Design pht_sched, sky130hd; sources not shown.
### Clock network drawn from the DEF, run 1

Scale: 4 px per µm.
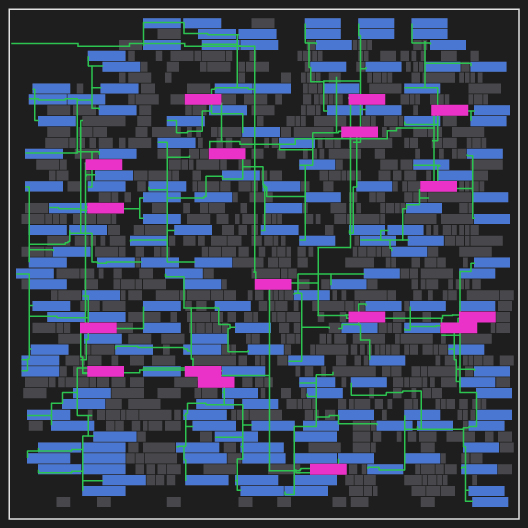
Magenta shows clock drivers, count 17. Green shows clock wires, length 2030 µm. Blue shows flip-flops, count 165.
There are 18 routed clock nets. Position of the flops: widely spread.
Latency at later pin: 0.44 ns

### Port wiring, run 1

Scale: 4 px per µm.
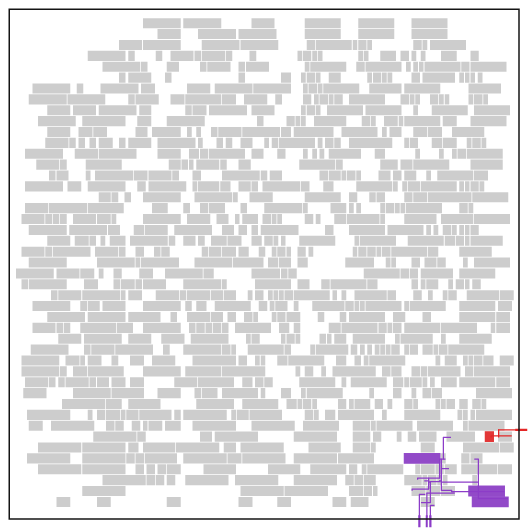
Red shows rst, bits 1, direction input, edge right, end cells 1, buffers 1, wire 11.6 µm. Purple shows q_count, bits 3, direction output, edge bottom, end cells 3, buffers 3, wire 116 µm.
number of top-level pins: 24
number of buffer cells added on primary ports: 23

### Gate families picked out, run 1

Scale: 3 px per µm.
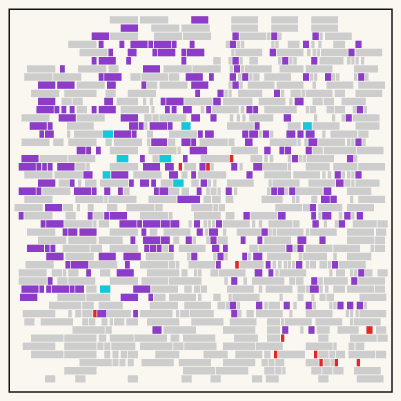
Cyan shows AND-OR and OR-AND gates, cells 8. Red shows inverters, cells 12. Purple shows inverting AOI/OAI gates, cells 253.
final cell count without fillers: 1034
combinational share of cell area: 44.3%

### Track usage over the die, run 1

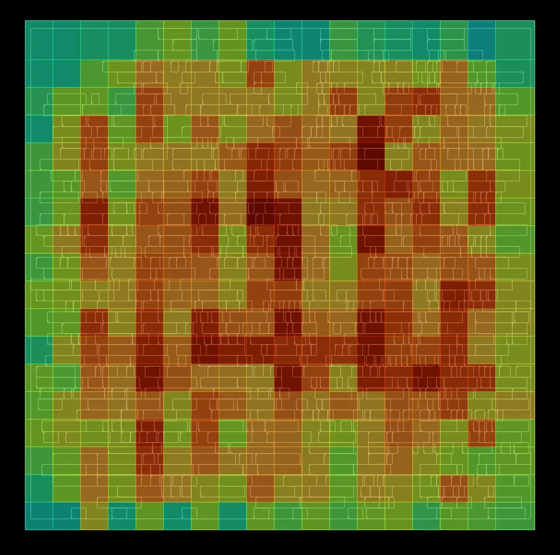
routed length per instance: 23.6 µm
final core utilization: 66.9%
layer with the highest usage after global routing: met2
met1 GRT Util: 42.4%

==> summary.txt, run 1 <==
Implementation summary

The post-synthesis share of cell area spent on full adders, half adders and majority gates is 1.01%.

The total track usage is 31.9%. The finished design was reported to have a net count of roughly 830. The number of maximum-capacitance constraint violations is 0. The instance count after placement with tap cells included is 1001. Of all the cell area in the finished design, the clock network holds around 6.2%.

The total core area is between 0.015 and 0.02 mm². The run finished with clean final reports. The total cell area at the placement stage is 0.00954 mm².

The clock tree buffer count of the final layout is 18. The overall via count from detail_route is 7108. The flow reports an fmax of roughly 180 MHz.

In this run, post-CTS hold repair placed 0 buffers. The post-placement setup slack is 2.05 ns. Counting instances in the post-synthesis netlist gives the leading cell types as sky130_fd_sc_hd__nor2_1 (151), sky130_fd_sc_hd__dfrtp_1 (73), sky130_fd_sc_hd__o21ai_0 (73), sky130_fd_sc_hd__a31oi_1 (67), sky130_fd_sc_hd__dfstp_2 (64). The synthesized-area fraction occupied by ao, oa, aoi and oai cells is approximately 23%. The detailed-route vias per instance is about 6.9. Registers take 0.00435 mm². The number of iterations in the first detailed-routing pass is 5.

Of the cells placed in the final design, the portion with a size suffix greater than 1 is a little over a quarter. The combined area of the multi-input logic cells is ~0.0045 mm². The tap cell count is around 210. In the final layout, non-clock buffers account for about 3.8% of the cell area. The overall die area is about 0.016 mm². The signal arrival time at the worst endpoint is around 5.8 ns. The cell at the slowest stage of the critical path is sky130_fd_sc_hd__mux4_2. The cell-mix breakdown from Yosys lists the simple-gate area share as between 10% and 20%. After synthesis, the design contains between 800 and 900 cells according to Yosys. Per the cell usage report, the commonest logic cells after layout are sky130_fd_sc_hd__nor2_1 (151), sky130_fd_sc_hd__o21ai_0 (73), sky130_fd_sc_hd__dfrtp_1 (73), sky130_fd_sc_hd__a31oi_1 (67), sky130_fd_sc_hd__dfstp_2 (64).
### Wiring heat map, run 1

Scale: 3 px per µm. The die is cut into 25 by 25 equal tiles; white is low, dark blue is high, scaled to the fullest tile. Values are wire area over tile area, all layers added.
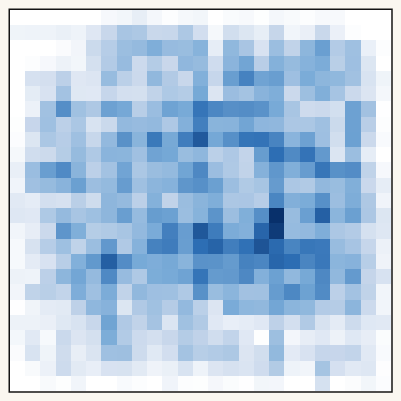

==> run 1 -> run 2 <==
--- a/config.mk
+++ b/config.mk
@@ -7,7 +7,7 @@
 export LEC_CHECK = 0
 export CAP_MARGIN = 20
 export CORE_MARGIN = 1
-export CORE_UTILIZATION = 60
+export CORE_UTILIZATION = 57
 export CTS_CLUSTER_SIZE = 14
 export DETAILED_ROUTE_END_ITERATION = 10
 export PLACE_DENSITY_LB_ADDON = 0.08
==> constraint.sdc (replaced) <==
create_clock -name clk -period 4.6 [get_ports clk]
set_clock_uncertainty 0.15 [all_clocks]
set_input_delay 1.15 -clock clk [delete_from_list [all_inputs] [get_ports clk]]
set_output_delay 1.15 -clock clk [all_outputs]
set_load 0.005 [all_outputs]
### Wiring heat map, run 2

Scale: 3 px per µm. The die is cut into 26 by 26 equal tiles; white is low, dark blue is high, scaled to the fullest tile. Values are wire area over tile area, all layers added.
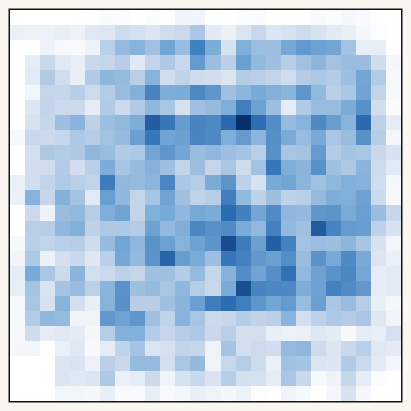
The mean over all tiles is 0.23. The fullest tile reaches 0.75. The densest ninth of the die: center. 18% of the tiles are over half the peak.
vias after detailed routing: 7233
final WL: 24.7 mm
global-route usage over all layers: 31.3%
routed length per instance: 23.3 µm

### Gate families picked out, run 2

Scale: 3 px per µm.
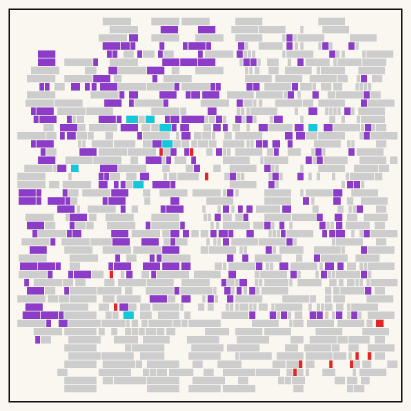
Purple shows inverting AOI/OAI gates, cells 253. Cyan shows AND-OR and OR-AND gates, cells 8. Red shows inverters, cells 12.
combinational share of cell area: 43.7%
final cell count without fillers: 1061
most common library cell in the layout ignoring fill and taps: sky130_fd_sc_hd__nor2_1

==> summary.txt, run 2 <==
Implementation summary

The highest attainable clock frequency is 235 MHz (was 178 MHz). Cell types with the highest counts after synthesis: sky130_fd_sc_hd__nor2_1 (151), sky130_fd_sc_hd__dfrtp_1 (73), sky130_fd_sc_hd__o21ai_0 (73), sky130_fd_sc_hd__a31oi_1 (67), sky130_fd_sc_hd__dfstp_2 (64) (unchanged). The number of iterations in the first detailed-routing pass is 7 (was 5). The source-to-sink clock delay at the later pin of the worst-skew pair is 0.44 ns (about the same). The fraction of final layout cells sized beyond drive strength 1 is 28.9% (was 26.5%). The total cell area at the placement stage is 0.00974 mm² (was 0.00954 mm²). The cell at the slowest stage of the critical path is sky130_fd_sc_hd__mux4_2 (unchanged). Highest-count cells in the layout ignoring fill and taps: sky130_fd_sc_hd__nor2_1 (151), sky130_fd_sc_hd__o21ai_0 (73), sky130_fd_sc_hd__dfrtp_1 (73), sky130_fd_sc_hd__a31oi_1 (67), sky130_fd_sc_hd__dfstp_2 (64) (unchanged). The clock buffer and inverter area fraction after layout came to 5.63% (was 6.23%). The overall die area came to 0.0170 mm² (was 0.0161 mm²). The most crowded layer after global routing was met2 (unchanged).

The signal arrival time at the worst endpoint is 4.44 ns (was 5.80 ns). Outcome: completed (unchanged). The number of maximum-capacitance constraint violations was 0 (unchanged). The total core area is 0.0160 mm² (was 0.0153 mm²). The synthesized-area fraction occupied by ao, oa, aoi and oai cells is 23.2% (unchanged).

The instance count after placement with tap cells included is 1028 (was 1001). The combined area of the multi-input logic cells is 0.00452 mm² (unchanged). The met1 usage is 40.9% (was 42.4%). The end-of-flow core utilization is 64.6% (was 66.9%). The clock tree buffer count of the final layout is 18 (unchanged).

The detailed-route vias per instance is 6.82 (was 6.87). The count of port buffers added during placement is 23 (unchanged). The post-placement setup slack was 0.379 ns (was 2.05 ns).
